metal_stack.png
The bar under the picture is 50 um long.
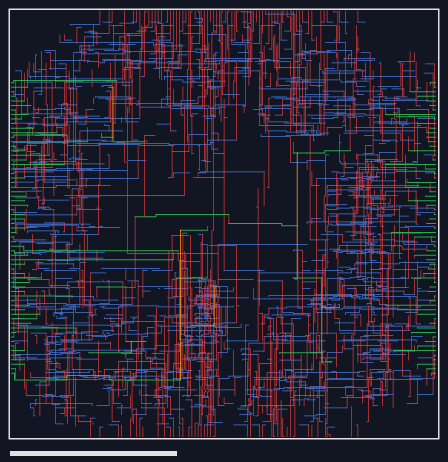
port_nets.png
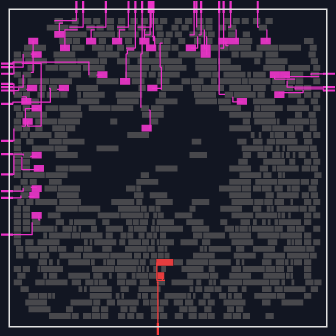
[src/rtl/inst_fetcher_pkg.sv]
// Shared definitions for the instruction fetcher: datapath widths, boolean
// constants, FSM state encodings and the default cache geometry.
package inst_fetcher_pkg;

    localparam int ADDRESS_WIDTH     = 32;
    localparam int INSTRUCTION_WIDTH = 32;

    localparam logic TRUE  = 1'b1;
    localparam logic FALSE = 1'b0;

    localparam logic [ADDRESS_WIDTH-1:0] ZERO_ADDR = '0;

    // Default direct-mapped cache geometry (entries and log2 of entries).
    localparam int DEFAULT_ICACHE_SIZE  = 256;
    localparam int DEFAULT_ICACHE_IDX_W = 8;

    typedef enum logic [1:0] {
        FETCH_IDLE     = 2'd0,
        FETCH_MEM_WAIT = 2'd1,
        FETCH_HOLD     = 2'd2,
        FETCH_DRAIN    = 2'd3
    } fetch_state_e;

    // One delivered instruction as seen by the decoder.
    typedef struct packed {
        logic [ADDRESS_WIDTH-1:0]     pc;
        logic [INSTRUCTION_WIDTH-1:0] inst;
        logic                         predict;
    } fetch_pkt_t;

endpackage

[src/rtl/inst_fetcher_icache.sv]
// Direct-mapped instruction cache: combinational lookup, synchronous fill,
// valid bits cleared asynchronously on reset. Addresses are word addresses
// (pc[31:2]); index is the low IDX_W bits, tag is the rest.
module inst_fetcher_icache
    import inst_fetcher_pkg::*;
#(
    parameter int SIZE  = DEFAULT_ICACHE_SIZE,
    parameter int IDX_W = DEFAULT_ICACHE_IDX_W
) (
    input  logic                         in_clk,
    input  logic                         in_rst_n,
    input  logic [ADDRESS_WIDTH-3:0]     in_rd_word,
    output logic                         out_hit,
    output logic [INSTRUCTION_WIDTH-1:0] out_rd_data,
    input  logic                         in_fill_en,
    input  logic [ADDRESS_WIDTH-3:0]     in_fill_word,
    input  logic [INSTRUCTION_WIDTH-1:0] in_fill_data
);

    localparam int TAG_W = ADDRESS_WIDTH - 2 - IDX_W;

    logic [SIZE-1:0]              valid_q;
    logic [TAG_W-1:0]             tag_mem  [SIZE];
    logic [INSTRUCTION_WIDTH-1:0] data_mem [SIZE];

    logic [IDX_W-1:0] rd_idx;
    logic [IDX_W-1:0] fill_idx;
    logic [TAG_W-1:0] rd_tag;
    logic [TAG_W-1:0] fill_tag;

    assign rd_idx   = in_rd_word[IDX_W-1:0];
    assign rd_tag   = in_rd_word[ADDRESS_WIDTH-3:IDX_W];
    assign fill_idx = in_fill_word[IDX_W-1:0];
    assign fill_tag = in_fill_word[ADDRESS_WIDTH-3:IDX_W];

    assign out_hit     = valid_q[rd_idx] && (tag_mem[rd_idx] == rd_tag);
    assign out_rd_data = data_mem[rd_idx];

    // Valid bits: cleared by reset, set by a fill (fills always overwrite).
    always_ff @(posedge in_clk or negedge in_rst_n) begin
        if (!in_rst_n) begin
            valid_q <= '0;
        end else if (in_fill_en) begin
            valid_q[fill_idx] <= TRUE;
        end
    end

    // Tag and data storage; contents are meaningless until the valid bit is set.
    always_ff @(posedge in_clk) begin
        if (in_fill_en) begin
            tag_mem[fill_idx]  <= fill_tag;
            data_mem[fill_idx] <= in_fill_data;
        end
    end

endmodule

[src/rtl/inst_fetcher.sv]
// Instruction fetcher between the PC unit and the decoder. Takes one fetch
// at a time, returns the instruction with its prediction bit, and services
// misses over the word-wide memory port.
// Build option: define ICACHE_EN to back the fetcher with a direct-mapped
// cache; without it every fetch goes to memory.
//
// Handshakes: a fetch is accepted on an edge where in_pc_enable=1,
// out_pc_stall=0, in_flush_enable=0 and in_rdy=1. Delivery is a one-cycle
// pulse on out_dec_enable/out_pc_last_enable with data valid in that cycle;
// out_pc_stall covers the pulse cycle so pulses are always separated.
// out_mem_req is a level held with a stable address until in_mem_done.
module inst_fetcher
    import inst_fetcher_pkg::*;
#(
    parameter int ICACHE_SIZE  = DEFAULT_ICACHE_SIZE,
    parameter int ICACHE_IDX_W = DEFAULT_ICACHE_IDX_W
) (
    input  logic                         in_clk,
    input  logic                         in_rst_n,
    input  logic                         in_rdy,
    input  logic                         in_flush_enable,
    input  logic                         in_pc_enable,
    input  logic [ADDRESS_WIDTH-1:0]     in_pc,
    input  logic                         in_pc_predict,
    output logic                         out_pc_stall,
    output logic                         out_pc_last_enable,
    output logic [ADDRESS_WIDTH-1:0]     out_pc_last_pc,
    output logic [INSTRUCTION_WIDTH-1:0] out_pc_last_inst,
    output logic                         out_mem_req,
    output logic [ADDRESS_WIDTH-1:0]     out_mem_addr,
    input  logic                         in_mem_done,
    input  logic [INSTRUCTION_WIDTH-1:0] in_mem_inst,
    input  logic                         in_dec_stall,
    output logic                         out_dec_enable,
    output logic [ADDRESS_WIDTH-1:0]     out_dec_pc,
    output logic [INSTRUCTION_WIDTH-1:0] out_dec_inst,
    output logic                         out_dec_predict,
    output fetch_state_e                 out_dbg_state
);

    // Cache geometry must be a power of two with at least two entries.
    if ((ICACHE_SIZE < 2) || (ICACHE_SIZE != (1 << ICACHE_IDX_W))) begin : g_bad_cfg
        $error("inst_fetcher: ICACHE_SIZE must equal 2**ICACHE_IDX_W and be >= 2");
    end

    fetch_state_e                 state_q, state_d;
    logic [ADDRESS_WIDTH-1:0]     pc_q, pc_d;
    logic                         predict_q, predict_d;
    logic [INSTRUCTION_WIDTH-1:0] inst_q, inst_d;
    logic                         pulse_q, pulse_d;
    fetch_pkt_t                   dec_q, dec_d;
    logic                         mem_req_q, mem_req_d;
    logic [ADDRESS_WIDTH-1:0]     mem_addr_q, mem_addr_d;

    logic                         cache_hit;
    logic [INSTRUCTION_WIDTH-1:0] cache_data;

`ifdef ICACHE_EN
    logic cache_fill;

    // Every memory response is written into the cache, including drained ones.
    assign cache_fill = in_rdy && in_mem_done &&
                        ((state_q == FETCH_MEM_WAIT) || (state_q == FETCH_DRAIN));

    inst_fetcher_icache #(
        .SIZE  (ICACHE_SIZE),
        .IDX_W (ICACHE_IDX_W)
    ) u_icache (
        .in_clk       (in_clk),
        .in_rst_n     (in_rst_n),
        .in_rd_word   (in_pc[ADDRESS_WIDTH-1:2]),
        .out_hit      (cache_hit),
        .out_rd_data  (cache_data),
        .in_fill_en   (cache_fill),
        .in_fill_word (pc_q[ADDRESS_WIDTH-1:2]),
        .in_fill_data (in_mem_inst)
    );
`else
    assign cache_hit  = FALSE;
    assign cache_data = '0;
`endif

    // Next-state and next-output logic; a flush overrides every other event.
    always_comb begin
        state_d    = state_q;
        pc_d       = pc_q;
        predict_d  = predict_q;
        inst_d     = inst_q;
        pulse_d    = FALSE;
        dec_d      = dec_q;
        mem_req_d  = mem_req_q;
        mem_addr_d = mem_addr_q;

        case (state_q)
            FETCH_IDLE: begin
                // No acceptance during a pulse cycle keeps pulses separated.
                if (!in_flush_enable && in_pc_enable && !pulse_q) begin
                    pc_d      = in_pc;
                    predict_d = in_pc_predict;
                    if (cache_hit) begin
                        inst_d = cache_data;
                        if (in_dec_stall) begin
                            state_d = FETCH_HOLD;
                        end else begin
                            pulse_d = TRUE;
                            dec_d   = '{pc: in_pc, inst: cache_data, predict: in_pc_predict};
                        end
                    end else begin
                        mem_req_d  = TRUE;
                        mem_addr_d = in_pc;
                        state_d    = FETCH_MEM_WAIT;
                    end
                end
            end

            FETCH_MEM_WAIT: begin
                if (in_mem_done) begin
                    mem_req_d = FALSE;
                    inst_d    = in_mem_inst;
                    if (in_flush_enable) begin
                        state_d = FETCH_IDLE;
                    end else if (in_dec_stall) begin
                        state_d = FETCH_HOLD;
                    end else begin
                        pulse_d = TRUE;
                        dec_d   = '{pc: pc_q, inst: in_mem_inst, predict: predict_q};
                        state_d = FETCH_IDLE;
                    end
                end else if (in_flush_enable) begin
                    // The request cannot be withdrawn; wait it out without delivering.
                    state_d = FETCH_DRAIN;
                end
            end

            FETCH_HOLD: begin
                if (in_flush_enable) begin
                    state_d = FETCH_IDLE;
                end else if (!in_dec_stall) begin
                    pulse_d = TRUE;
                    dec_d   = '{pc: pc_q, inst: inst_q, predict: predict_q};
                    state_d = FETCH_IDLE;
                end
            end

            FETCH_DRAIN: begin
                if (in_mem_done) begin
                    mem_req_d = FALSE;
                    state_d   = FETCH_IDLE;
                end
            end

            default: begin
                state_d = FETCH_IDLE;
            end
        endcase
    end

    // State and datapath registers; in_rdy low freezes everything.
    always_ff @(posedge in_clk or negedge in_rst_n) begin
        if (!in_rst_n) begin
            state_q    <= FETCH_IDLE;
            pc_q       <= ZERO_ADDR;
            predict_q  <= FALSE;
            inst_q     <= '0;
            pulse_q    <= FALSE;
            dec_q      <= '0;
            mem_req_q  <= FALSE;
            mem_addr_q <= ZERO_ADDR;
        end else if (in_rdy) begin
            state_q    <= state_d;
            pc_q       <= pc_d;
            predict_q  <= predict_d;
            inst_q     <= inst_d;
            pulse_q    <= pulse_d;
            dec_q      <= dec_d;
            mem_req_q  <= mem_req_d;
            mem_addr_q <= mem_addr_d;
        end
    end

    assign out_pc_stall       = (state_q != FETCH_IDLE) || pulse_q;
    assign out_dec_enable     = pulse_q && in_rdy;
    assign out_pc_last_enable = pulse_q && in_rdy;
    assign out_dec_pc         = dec_q.pc;
    assign out_dec_inst       = dec_q.inst;
    assign out_dec_predict    = dec_q.predict;
    assign out_pc_last_pc     = dec_q.pc;
    assign out_pc_last_inst   = dec_q.inst;
    assign out_mem_req        = mem_req_q;
    assign out_mem_addr       = mem_addr_q;
    assign out_dbg_state      = state_q;

endmodule

[config.mk]
export PLATFORM = sky130hd
export DESIGN_NAME = inst_fetcher
export DESIGN_NICKNAME = d
export VERILOG_FILES = /design/src/rtl/inst_fetcher_pkg.sv /design/src/rtl/inst_fetcher_icache.sv /design/src/rtl/inst_fetcher.sv
export SDC_FILE = /design/constraint.sdc
export NUM_CORES = 1
export LEC_CHECK = 0
export CAP_MARGIN = 10
export CORE_UTILIZATION = 40
export DETAILED_ROUTE_END_ITERATION = 10
export PLACE_DENSITY = 0.74
export SLEW_MARGIN = 0
export SYNTH_ARGS = -nofsm -noshare
export SYNTH_HDL_FRONTEND = slang
export SYNTH_HIERARCHICAL = 1
export SYNTH_SLANG_ARGS = --single-unit
[constraint.sdc]
create_clock -name in_clk -period 1.83 [get_ports in_clk]
set_input_delay 0.549 -clock in_clk [delete_from_list [all_inputs] [get_ports in_clk]]
set_output_delay 0.549 -clock in_clk [all_outputs]
set_load 0.02 [all_outputs]
==> Flow_metrics.wiki <==
== Metrics ==
{| class="wikitable"
! Metric !! Value
|-
| PD cells || 1830 nW/um^2
|-
| Adder Area Share || 0.0118
|-
| Worst hold margin || ~13 ps
|-
| Max-cap violations || 0
|-
| Worst path setup slack after routing || 9.51 ps
|-
| Post-detail-place hpwl || just under 10000 um
|-
| Count of endpoints failing hold in the final timing report || 0
|-
| Chip area line of the yosys report || 6370 um^2
|-
| Met2 WL || approximately 7200 um
|-
| Routed wire length on met3 || approximately 900 um
|-
| CTS clock-pin slew for the worst setup and hold paths || ~60 ps
|-
| M1 GR Usage || 0.202
|-
| DRC viols || 0
|-
| RSZ-0062 raised after global routing || yes
|-
| Leakage || 0.00448 uW
|-
| Setup TNS || 0 ps
|-
| Yosys Instances || a little under 500
|-
| Count of cell types in the netlist || 29
|-
| Kind of critical path || flip-flop to primary output
|-
| Achievable frequency || roughly 550 MHz
|-
| Netlist Area Pre-Place || roughly 6400 um^2
|-
| Slew at the pin closest to its max-slew limit || a little over 300 ps
|-
| RD Place Congestion || 0.802
|-
| Status || completed
|-
| Non-Filler Cell Area, Final || 9130 um^2
|-
| Total CTS buffers || 17
|-
| Maximum fanout along the worst path || 4
|-
| Maximum ir drop on the vdd rail || between 0.8 and 0.9 mV
|-
| Wirelength per Cell || 15.8 um
|-
| Dpl cells || 844
|-
| Critical Path Source Type || flip-flop
|-
| Slowest stage cell, crit path || sky130_fd_sc_hd__dfrtp_2
|-
| Vias per std cell || 4.63
|-
| Hold WC Path Type || primary input to asynchronous set/reset pin
|-
| Total design power || about 17000 uW
|-
| Via count of the first global-routing pass || between 4000 and 5000
|}
Notes on metal_stack.png above:
| layer | color | wire length |
|---|---|---|
| met4 | orange | 137 um |
| met2 | red | 7160 um |
| met3 | green | 912 um |
| met1 | blue | 5860 um |

Notes on port_nets.png above:
| port | color | direction | edge | end cells | buffers | wire |
|---|---|---|---|---|---|---|
| in_pc | magenta | input | 16 north, 13 west, 3 east | 32 | 32 | 689 um |
| in_pc_enable | red | input | south | 2 | 1 | 30.0 um |

cells in the mapped netlist (all sizes together):
cell type    n  share of area
o31a         1         0.0014
buf        114           0.14
and2         1        0.00098
nor2         1        0.00059
dfrtp      134           0.53
nor4b        1         0.0014
nor3b        2         0.0031
o2111ai      1         0.0041
nor2b        1        0.00098
o41ai        1         0.0014
a21oi        3         0.0024
nand2       35          0.021
o21ai       36          0.028
ha           6          0.012
nand3        1        0.00078
nor3         1        0.00078
mux2        99           0.19
mux2i       34          0.053
inv          4         0.0024
nand2b       3         0.0041
and2b        1         0.0012
clkbuf       3         0.0018
state kept, by name, indices dropped and copies added (netlist names):
register / cells
out_dec_predict: 1
out_dec_pc: 32
inst_q: 32
predict_q: 1
out_dbg_state: 2
pulse_q: 1
out_mem_addr: 32
out_mem_req: 1
out_dec_inst: 32
area by class of cell:
type	instances	area [um^2]
Fill cell	1302	6240
Sequential cell	134	3360
Timing Repair Buffer	281	2710
Multi-Input combinational cell	228	2180
Clock buffer	17	425
Tap cell	211	264
Clock inverter	15	176
Inverter	4	20.0
path summary, 6_finish.rpt:
check | startpoint | end | slack, ps
setup reg to reg | out_dbg_state[0]$_DFFE_PN0P_ | out_dbg_state[0]$_DFFE_PN0P_ | 30
setup / recovery | out_dbg_state[0]$_DFFE_PN0P_ | out_pc_stall | 10
max in group asynchronous | in_rst_n | out_dbg_state[1]$_DFFE_PN0P_ | 1220
hold reg to reg | out_dec_inst[21]$_DFFE_PN0P_ | out_dec_inst[21]$_DFFE_PN0P_ | 490
hold / removal | in_rst_n | out_mem_addr[28]$_DFFE_PN0P_ | 10
min in group in_clk | out_dec_inst[21]$_DFFE_PN0P_ | out_dec_inst[21]$_DFFE_PN0P_ | 490
report_power, final:
part	internal (uW)	switching (uW)
sequential	4400	1000
combinational	3780	4100
clock	2150	1290
Power figures rest on the tool's default switching activity, not on a simulated workload.
